**Metal 1**

The bar under the picture is 10 um long. Supply wires on this layer in gray.
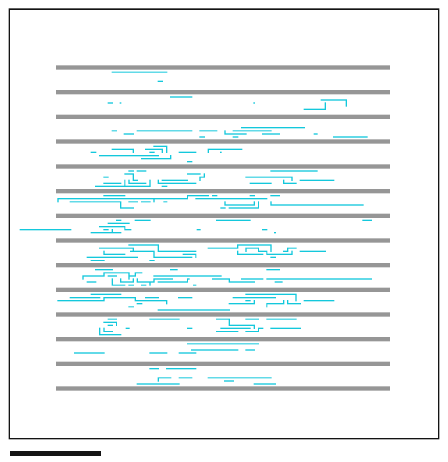
**M2 wires**

Cells faint in the background.
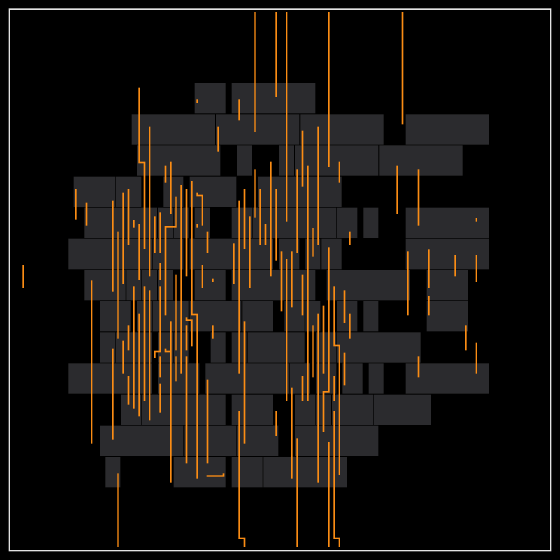
**config.mk**
```make
export PLATFORM = sky130hd
export DESIGN_NAME = signed_unit_arbiter
export DESIGN_NICKNAME = d
export VERILOG_FILES = /design/src/rtl/signed_unit_arbiter.sv
export SDC_FILE = /design/constraint.sdc
export NUM_CORES = 1
export LEC_CHECK = 0
export CORE_MARGIN = 5
export CORE_UTILIZATION = 41
export DETAILED_ROUTE_END_ITERATION = 10
export MAX_ROUTING_LAYER = met4
export PLACE_DENSITY = 0.84
export SKIP_LAST_GASP = 1
export SYNTH_ARGS = -nofsm -noshare
export SYNTH_HDL_FRONTEND = slang
export SYNTH_SLANG_ARGS = --single-unit
```
**constraint.sdc**
```tcl
create_clock -name clk -period 1.5 [get_ports clk]
set_input_delay 0.15 -clock clk [delete_from_list [all_inputs] [get_ports clk]]
set_output_delay 0.15 -clock clk [all_outputs]
set_load 0.1 [all_outputs]
```
**src/rtl/signed_unit_arbiter.sv**
```systemverilog
// Round-robin arbiter for two requesters sharing one signed 4-bit unit.
// Optional WAIT-state watchdog is enabled by defining SIGNED_ARB_TIMEOUT_EN.
module signed_unit_arbiter #(
    parameter int TIMEOUT_CYCLES = 64
) (
    input  logic       clk,
    input  logic       rst,
    input  logic       req0,
    input  logic       req1,
    output logic       gnt0,
    output logic       gnt1,
    output logic       str,
    input  logic [3:0] unit_dout,
    input  logic       unit_flag,
    output logic [3:0] res,
    output logic       res_valid,
    output logic       res_id,
    output logic       busy,
    output logic       timeout
);

    typedef enum logic [1:0] {IDLE, START, WAIT, DONE} state_t;

    state_t     state_reg;
    logic       owner_reg;
    logic       last_reg;
    logic       gnt0_reg;
    logic       gnt1_reg;
    logic       str_reg;
    logic [3:0] res_reg;
    logic       res_valid_reg;
    logic       res_id_reg;
    logic       busy_reg;
    logic       pick;

    if (TIMEOUT_CYCLES < 2 || TIMEOUT_CYCLES > 255) begin : g_bad_timeout
        $error("TIMEOUT_CYCLES must be in 2..255");
    end

    // With both requesting, the one not served last wins; a lone request wins outright.
    assign pick = (req0 && req1) ? ~last_reg : req1;

`ifdef SIGNED_ARB_TIMEOUT_EN
    logic [7:0] wait_cnt_reg;
    logic       timeout_reg;
    assign timeout = timeout_reg;
`else
    assign timeout = 1'b0;
`endif

    always_ff @(posedge clk) begin
        if (rst) begin
            state_reg     <= IDLE;
            owner_reg     <= 1'b0;
            last_reg      <= 1'b1;
            gnt0_reg      <= 1'b0;
            gnt1_reg      <= 1'b0;
            str_reg       <= 1'b0;
            res_reg       <= 4'b0000;
            res_valid_reg <= 1'b0;
            res_id_reg    <= 1'b0;
            busy_reg      <= 1'b0;
`ifdef SIGNED_ARB_TIMEOUT_EN
            wait_cnt_reg  <= 8'd0;
            timeout_reg   <= 1'b0;
`endif
        end else begin
            gnt0_reg      <= 1'b0;
            gnt1_reg      <= 1'b0;
            str_reg       <= 1'b0;
            res_valid_reg <= 1'b0;
`ifdef SIGNED_ARB_TIMEOUT_EN
            timeout_reg   <= 1'b0;
`endif
            case (state_reg)
                IDLE: begin
                    if (req0 || req1) begin
                        owner_reg <= pick;
                        last_reg  <= pick;
                        gnt0_reg  <= ~pick;
                        gnt1_reg  <= pick;
                        str_reg   <= 1'b1;
                        busy_reg  <= 1'b1;
                        state_reg <= START;
                    end
                end
                START: begin
`ifdef SIGNED_ARB_TIMEOUT_EN
                    wait_cnt_reg <= 8'd0;
`endif
                    state_reg <= WAIT;
                end
                WAIT: begin
                    // A flag in the expiry cycle still counts as a normal result.
                    if (unit_flag) begin
                        res_reg       <= unit_dout;
                        res_id_reg    <= owner_reg;
                        res_valid_reg <= 1'b1;
                        state_reg     <= DONE;
                    end
`ifdef SIGNED_ARB_TIMEOUT_EN
                    else if (wait_cnt_reg == 8'(TIMEOUT_CYCLES - 1)) begin
                        res_reg       <= 4'b1000;
                        res_id_reg    <= owner_reg;
                        res_valid_reg <= 1'b1;
                        timeout_reg   <= 1'b1;
                        state_reg     <= DONE;
                    end else begin
                        wait_cnt_reg <= wait_cnt_reg + 8'd1;
                    end
`endif
                end
                DONE: begin
                    busy_reg  <= 1'b0;
                    state_reg <= IDLE;
                end
                default: state_reg <= IDLE;
            endcase
        end
    end

    assign gnt0      = gnt0_reg;
    assign gnt1      = gnt1_reg;
    assign str       = str_reg;
    assign res       = res_reg;
    assign res_valid = res_valid_reg;
    assign res_id    = res_id_reg;
    assign busy      = busy_reg;

endmodule

```
==> CHANGELOG.md <==
## Implementation

* Non-clk buf share at 0.3249
* RSZ-0062 raised after global routing: false
* Layout cell share with drive strength beyond 1 at 0.2048
* Hpwl dp at 947.9 um
* #FFs+latches synth at 14
* IO buf count at 18
* Routed vias/inst at 4.980
* Pwr/cell area at 1928 nW/um^2
* NumNets Final at 96
* Total negative slack at 0 ns
* Post-synth EDFFs at 0
* Max Cap Viol at 0
* Cells after Synth at 63
* Crit. path cell count at 5
* Clock-cell share of area at 0.04096
* PostCTS Resize Cnt at 0
* Total core area at 1301 um^2
* Reg2reg start: state_reg[0]$_SDFFE_PP0P_
* Post-Route WL at 1.192 mm
* Top cell type by instance count after synthesis: dfxtp_1
* Flop area at 280.3 um^2
* IR drop worst, VDD at 1.434 mV
* Inverters at 3
* Post-DRT Antenna Nets at 0
* Most common cell after layout, fill and taps aside: dfxtp_1
* Worst R2R Setup Slack at 0.14 ns
* Most instantiated logic cells after routing: 14 x dfxtp_1, 13 x nand2_1, 10 x buf_12, 8 x clkdlybuf4s50_1, 6 x a21oi_1
* Final GP Congestion at 0.6916
* WHS at 0.4251 ns
* FP Util at 0.4346
* Reg-to-Reg End: state_reg[0]$_SDFFE_PP0P_
* Synthesized Nets at 75
* Site Rows at 13
* Status: finished clean
* WP buf/inv at 1
* Number of standard cells reported by yosys at 63
* Seq power at 547 uW
* Number of iterations in the first detailed-routing pass at 4
* Syn-to-layout area delta at 56.64%
* Seq share, synth at 0.4956
* Slowest stage delay, CP at 0.39 ns
* Overflow after GRT at 0
* Syn Area/Cell at 8.977 um^2
* Tap cells at 15
* Async SR Flop Fraction at 0
* CP delay by family, top: flip-flops
* Total Routing Usage GR at 0.1274
* Seq pwr share at 0.320
* Clk pwr at 275 uW
* P_sw at 770.6 uW
* Vias in the first global route at 460
Notes on 'metal 1' above:
- share of all routed wire: 36%
- wire length on this layer: 429 um
- nets with wire on the layer: 75
- main direction: horizontal
- longest straight run: 14.3 um

Notes on 'M2 wires' above:
- share of all routed wire: 54%
- main direction: vertical

## cells by family (layout without fill, tap and decap cells)
family | Yosys count | after routing | share of synthesized area
and+or+nand+nor | 25 | 25 | 0.2013
muxes | 1 | 1 | 0.01770
other | 1 | 1 | 0.006631
AOI/OAI and AO/OA | 13 | 13 | 0.1527
buffers and inverters | 6 | 26 | 0.05973
DFF | 14 | 14 | 0.4956
adders and majority gates | 3 | 3 | 0.06638
## layer usage
metal	part of all wire	track usage	vias to the layer above	wire (um)
li1	-	-	250	-
met3	0.067	0.02682	5	80
met2	0.53	0.2249	15	637
met4	0.037	0.1271	0	44
met1	0.36	0.1049	218	428
met5	0	-	-	0
Power figures rest on the tool's default switching activity, not on a simulated workload.
